detail.png
Region (0, 32) to (50, 82) um. Cells in grey, sequential cells in the stronger grey; small squares are vias.
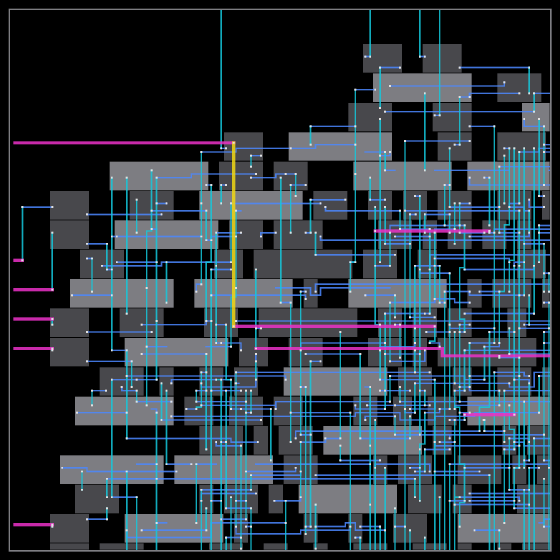
flops_by_reg.png
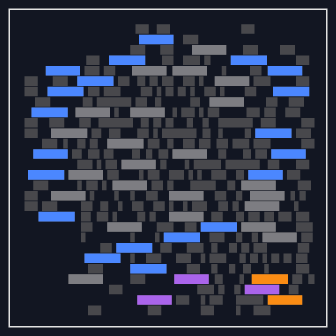
logic_types.png
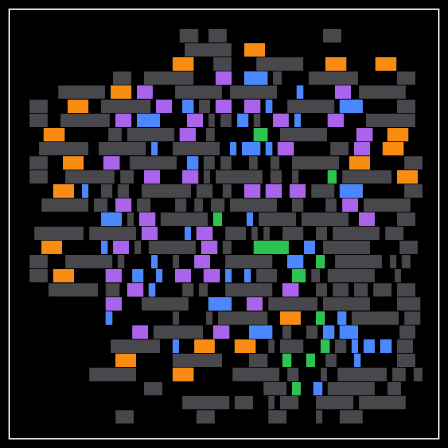
power_grid.png
Pins as bars on the die edge.
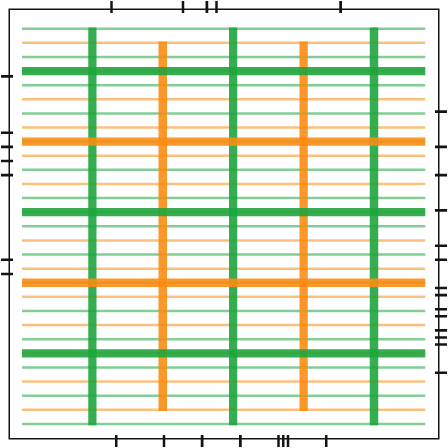
## src/rtl/graphics_pkg.sv

```systemverilog
// Shared types and constants for the note-lane scheduling logic.
package graphics_pkg;

    localparam int unsigned LANE_W         = 3;
    localparam int unsigned DEFAULT_PERIOD = 818937;

    typedef enum logic [1:0] {
        IDLE = 2'd0,
        REQ  = 2'd1,
        DONE = 2'd2
    } sched_state_t;

endpackage

```

## src/rtl/tick_divider.sv

```systemverilog
// Programmable tick divider: counts 0..period_q and emits a registered one-cycle
// tick on each wrap. A config write reloads the period and restarts the count.
module tick_divider #(
    parameter int unsigned PERIOD_W       = 20,
    parameter int unsigned DEFAULT_PERIOD = 818937
) (
    input  logic                in_clk,
    input  logic                rst_n,
    input  logic                enable,
    input  logic                cfg_we,
    input  logic [PERIOD_W-1:0] cfg_period,
    output logic                tick
);

    logic [PERIOD_W-1:0] count_q, count_d;
    logic [PERIOD_W-1:0] period_q, period_d;
    logic                tick_q, tick_d;

    always_comb begin
        count_d  = count_q;
        period_d = period_q;
        tick_d   = 1'b0;
        // A config write wins over the increment and swallows a coincident wrap.
        if (cfg_we) begin
            count_d  = '0;
            period_d = cfg_period;
        end else if (enable) begin
            if (count_q == period_q) begin
                count_d = '0;
                tick_d  = 1'b1;
            end else begin
                count_d = count_q + PERIOD_W'(1);
            end
        end
    end

    always_ff @(posedge in_clk or negedge rst_n) begin
        if (!rst_n) begin
            count_q  <= '0;
            period_q <= PERIOD_W'(DEFAULT_PERIOD);
            tick_q   <= 1'b0;
        end else begin
            count_q  <= count_d;
            period_q <= period_d;
            tick_q   <= tick_d;
        end
    end

    assign tick = tick_q;

endmodule

```

## src/rtl/note_step_scheduler.sv

```systemverilog
// Per-frame lane sequencer: on each divider tick, walks lanes 0..NUM_LANES-1 with a
// req/ack handshake, queues at most one extra tick and flags any tick beyond that.
module note_step_scheduler #(
    parameter int unsigned PERIOD_W       = 20,
    parameter int unsigned DEFAULT_PERIOD = graphics_pkg::DEFAULT_PERIOD,
    parameter int unsigned NUM_LANES      = 5
) (
    input  logic                              in_clk,
    input  logic                              rst_n,
    input  logic                              enable,
    input  logic                              cfg_we,
    input  logic [PERIOD_W-1:0]               cfg_period,
    input  logic                              step_ack,
    input  logic                              clr_overrun,
    output logic                              tick,
    output logic                              step_req,
    output logic [graphics_pkg::LANE_W-1:0]   step_lane,
    output logic                              frame_done,
    output logic                              busy,
    output logic                              overrun
);

    import graphics_pkg::*;

    localparam logic [LANE_W-1:0] LAST_LANE = LANE_W'(NUM_LANES - 1);

    sched_state_t      state_q, state_d;
    logic [LANE_W-1:0] lane_q, lane_d;
    logic              pending_q, pending_d;
    logic              overrun_q, overrun_d;
    logic              overrun_set;

    tick_divider #(
        .PERIOD_W       (PERIOD_W),
        .DEFAULT_PERIOD (DEFAULT_PERIOD)
    ) u_tick_divider (
        .in_clk     (in_clk),
        .rst_n      (rst_n),
        .enable     (enable),
        .cfg_we     (cfg_we),
        .cfg_period (cfg_period),
        .tick       (tick)
    );

    always_comb begin
        state_d     = state_q;
        lane_d      = lane_q;
        pending_d   = pending_q;
        overrun_set = 1'b0;

        case (state_q)
            IDLE: begin
                if (tick || pending_q) begin
                    state_d   = REQ;
                    lane_d    = '0;
                    // Tick and pending together: one starts now, the other stays queued.
                    pending_d = tick && pending_q;
                end
            end
            REQ: begin
                if (step_ack) begin
                    if (lane_q == LAST_LANE) begin
                        state_d = DONE;
                        lane_d  = '0;
                    end else begin
                        lane_d = lane_q + LANE_W'(1);
                    end
                end
            end
            DONE:    state_d = IDLE;
            default: state_d = IDLE;
        endcase

        if (tick && (state_q != IDLE)) begin
            if (pending_q) begin
                overrun_set = 1'b1;
            end else begin
                pending_d = 1'b1;
            end
        end

        overrun_d = overrun_set || (overrun_q && !clr_overrun);
    end

    always_ff @(posedge in_clk or negedge rst_n) begin
        if (!rst_n) begin
            state_q   <= IDLE;
            lane_q    <= '0;
            pending_q <= 1'b0;
            overrun_q <= 1'b0;
        end else begin
            state_q   <= state_d;
            lane_q    <= lane_d;
            pending_q <= pending_d;
            overrun_q <= overrun_d;
        end
    end

    assign step_req   = (state_q == REQ);
    assign step_lane  = lane_q;
    assign frame_done = (state_q == DONE);
    assign busy       = (state_q != IDLE);
    assign overrun    = overrun_q;

endmodule
```

## config.mk

```make
export PLATFORM = sky130hd
export DESIGN_NAME = note_step_scheduler
export DESIGN_NICKNAME = d
export VERILOG_FILES = /design/src/rtl/graphics_pkg.sv /design/src/rtl/tick_divider.sv /design/src/rtl/note_step_scheduler.sv
export SDC_FILE = /design/constraint.sdc
export NUM_CORES = 1
export LEC_CHECK = 0
export CELL_PAD_IN_SITES_DETAIL_PLACEMENT = 1
export CELL_PAD_IN_SITES_GLOBAL_PLACEMENT = 1
export CORE_MARGIN = 2
export CORE_UTILIZATION = 39
export CTS_BUF_LIST = sky130_fd_sc_hd__clkbuf_16
export DETAILED_ROUTE_END_ITERATION = 12
export GPL_TIMING_DRIVEN = 0
export MAX_ROUTING_LAYER = met4
export PLACE_DENSITY = 0.83
export SLEW_MARGIN = 20
export SYNTH_ARGS = -nofsm -noshare
export SYNTH_HDL_FRONTEND = slang
export SYNTH_SLANG_ARGS = --single-unit
export TNS_END_PERCENT = 30
```

## constraint.sdc

```tcl
create_clock -name in_clk -period 1.6 [get_ports in_clk]
set_clock_uncertainty 0.05 [all_clocks]
set_input_delay 0.32 -clock in_clk [delete_from_list [all_inputs] [get_ports in_clk]]
set_output_delay 0.32 -clock in_clk [all_outputs]
set_load 0.005 [all_outputs]
```

==> results.py <==
# Generated from Yosys and OpenROAD reports
metrics = {
    "run_status": {
        "outcome": "finished with violations",
        "violations": "hold timing, setup timing",
    },
    "routing": {
        "wl_met2_um": 2870,
        "via_count": 1730,
        "drt_pass1_iterations": 4,
        "avgViaCountPerCell": 5.15,
        "routed_wl_um": 5560,
    },
    "placed_design": {
        "dp_slack_ns": -0.488,
        "placed_cells": 320,
        "gp_congestion": 0.872,
    },
    "clocking": {
        "clkSlewWorstSetupHoldPaths_ns": 0.06,
        "htreeDepth": 2,
        "cts_hold_buf": 0,
        "clk_latency_ns": 0.28,
        "cts_buffer_depth": 2,
        "cts_sinks": 48,
    },
    "grt": {
        "grt-ovfl-total": 0,
        "antenna_found_initial": 0,
        "first_global_vias": 1817,
        "grt_pass1_wl_um": 8910,
        "grt_use_total_pct": 18.3,
    },
    "job": {
        "warning_count": 30,
    },
    "logic_synthesis": {
        "synth.avg_cell_area_um2": 11.3,
        "synth-async-reset-ratio_pct": 100,
        "synth-simple-area-share_pct": 17.7,
        "synthMuxAreaShare_pct": 9.38,
        "yosys_area_mm2": 0.00240,
        "yosys_cells": 212,
        "synthCells": 212,
        "yosys_warnings": 0,
        "synth_flops": 48,
        "ff_type": "dfrtp_1",
        "edf_count": 0,
        "yosysUniqueCellTypes": 35,
    },
    "setup_path": {
        "reg2reg_depth": 6,
        "reg2reg_to": "u_tick_divider.count_q[4]$_DFFE_PN0P_",
        "worst-setup-path-type": "reg2reg",
        "cp.required_ns": 1.71,
        "cp.arrival_ns": 1.92,
        "path_max_fanout": 8,
        "endpoint_kind": "flip-flop",
        "rrSetupSlack_ns": -0.21,
    },
    "final_timing": {
        "setup_ws_ns": -0.205,
        "hold_violations": 18,
        "tightest_slew_ns": 0.611,
        "slew_viol_final": 0,
        "setup_violations": 22,
        "hold-worst-slack_ns": -0.0163,
        "setup_tns_ns": -3.81,
    },
    "cells_and_area": {
        "syn_to_final_growth_pct": 28.7,
        "lay_top_cells": "xor2_1, dfrtp_1, clkdlybuf4s50_1",
        "nFillCells": 633,
        "final_layout_size_suffix_gt1_share_pct": 28.0,
        "logic_area_mm2": 0.00116,
    },
    "floorplan": {
        "pin_count": 34,
        "rows": 28,
    },
    "power": {
        "sw_frac_of_total_pct": 22.6,
        "combPwrFrac_pct": 11.9,
        "finalPower_mw": 2.64,
    },
}
## Picture notes: detail.png
metal 1 -> blue
metal 4 -> yellow
metal 3 -> magenta
metal 2 -> cyan
cells with their middle in the window = 105
netlist names of flops here include = u_tick_divider.count_q (12), u_tick_divider.period_q (8)
sequential cells in the window = 20
most frequent = xor2_1 (17), dfrtp_1 (13)

## Picture notes: flops_by_reg.png
step_lane -> purple  # placed flops 3
state_q -> orange  # placed flops 2
u_tick_divider.period_q -> blue  # placed flops 20
not coloured = 23
Final Core Density: 52.2%
Seq. pwr: 1.35 mW
Register Area: 0.00122 mm^2
Seq/total area: 39.5%

## Picture notes: logic_types.png
aoi and oai cells -> green  # cells 11, most used o21ai_0
xor and xnor cells -> purple  # cells 38, most used xor2_1
nor cells -> blue  # cells 39, most used nor2_1
mux cells -> orange  # cells 20, most used mux2_2, where spread over the die
Comb area share: 37.5%
final cell count without fillers: 336

## Picture notes: power_grid.png
VDD -> orange
VSS -> green
met4 straps = 5
met5 straps = 5
met1 rails = 29
rows = 28
signal pins = 34
area of the core: 0.00592 mm^2
die height: 82.5 um
worst ir drop on vdd: 0.000493 V
DIE WIDTH: 82.5 um

==> per-stage QoR <==
step                      instance area [um^2]  hold WS, ns  utilization [%]
after floorplan                           2400      -0.0256                -
after global placement                    2820        0.429             47.6
after detailed placement                  2830        0.294             47.8
after CTS                                 3050      0.00115             51.5
after global routing                      3090       0.0154             52.2
final                                     3090      -0.0163             52.2
==> worst max-delay path by stage <==
stage                     cells after the start                                      to                               startpoint
after global routing                          6   u_tick_divider.count_q[4]$_DFFE_PN0P_   u_tick_divider.period_q[6]$_DFFE_PN1P_
after detailed placement                      6  u_tick_divider.count_q[19]$_DFFE_PN0P_                                   enable
after global placement                        1  u_tick_divider.period_q[2]$_DFFE_PN0P_                                    rst_n
after CTS                                     6  u_tick_divider.count_q[10]$_DFFE_PN0P_   u_tick_divider.period_q[6]$_DFFE_PN1P_
final                                         6   u_tick_divider.count_q[4]$_DFFE_PN0P_   u_tick_divider.period_q[6]$_DFFE_PN1P_
after floorplan                               6  u_tick_divider.count_q[11]$_DFFE_PN0P_  u_tick_divider.period_q[18]$_DFFE_PN1P_
==> sequential cells by signal, indices dropped and copies added, names as in the netlist <==
signal	cells
overrun	1
u_tick_divider.count_q	20
step_lane	3
state_q	2
u_tick_divider.period_q	20
pending_q	1
u_tick_divider.tick	1
==> synthesized netlist by cell type, drive strengths merged, types with 2 or more instances <==
master | instances | share of area [%]
inv | 5 | 0.78
nand2 | 8 | 1.3
xnor2 | 5 | 1.8
mux2 | 20 | 9.4
nor3 | 4 | 0.83
dfstp | 14 | 15
nand3 | 10 | 2.3
nand2b | 2 | 0.52
ha | 3 | 1.6
and3 | 9 | 2.4
buf | 5 | 1.5
o211ai | 2 | 0.62
nor2 | 23 | 3.7
o21ai | 6 | 1.3
nor2b | 5 | 1.3
a21oi | 2 | 0.42
clkbuf | 2 | 0.31
nor4 | 6 | 2.6
xor2 | 33 | 12
nand4 | 6 | 1.6
dfrtp | 34 | 35
==> worst max-delay path, delay by kind of cell (launching register included) <==
family | cells | cell delay [ns]
buf+inv | 1 | 0.16
compound gates | 1 | 0.25
simple gates | 3 | 0.63
xor+xnor | 1 | 0.07
flops | 1 | 0.53
==> cell type report <==
class                      instances  share of cell area [%]
sequential                        48                    39.5
multi-input combinational        152                    37.5
timing repair buffer              42                    13.6
clock buffer                       5                    4.05
tap                               75                    3.04
buffer                             6                    1.30
inverter                           5                   0.607
clock inverter                     3                   0.364
==> power groups by stage <==
stage	combinational (mW)	sequential [mW]	clock, mW
2_1_floorplan	0.156	1.36	0
3_3_place_gp	0.281	1.37	0
3_5_place_dp	0.297	1.37	0
4_1_cts	0.316	1.35	0.995
5_1_grt	0.343	1.36	1.05
6_report	0.314	1.35	0.971
==> routing by layer <==
metal | vias up | GRT usage, %
li1 | 819 | -
met1 | 875 | 22.6
met2 | 32 | 31.1
met3 | 4 | 3.48
met4 | 0 | 4.17
met5 | - | -
==> repair_timing <==
item,4_1_cts,5_1_grt
gates resized,12,8
pin swaps,4,6
setup endpoints to repair,25,25
cloned,1,0
buffers inserted,6,2
Power is estimated from default activity; no workload was simulated.
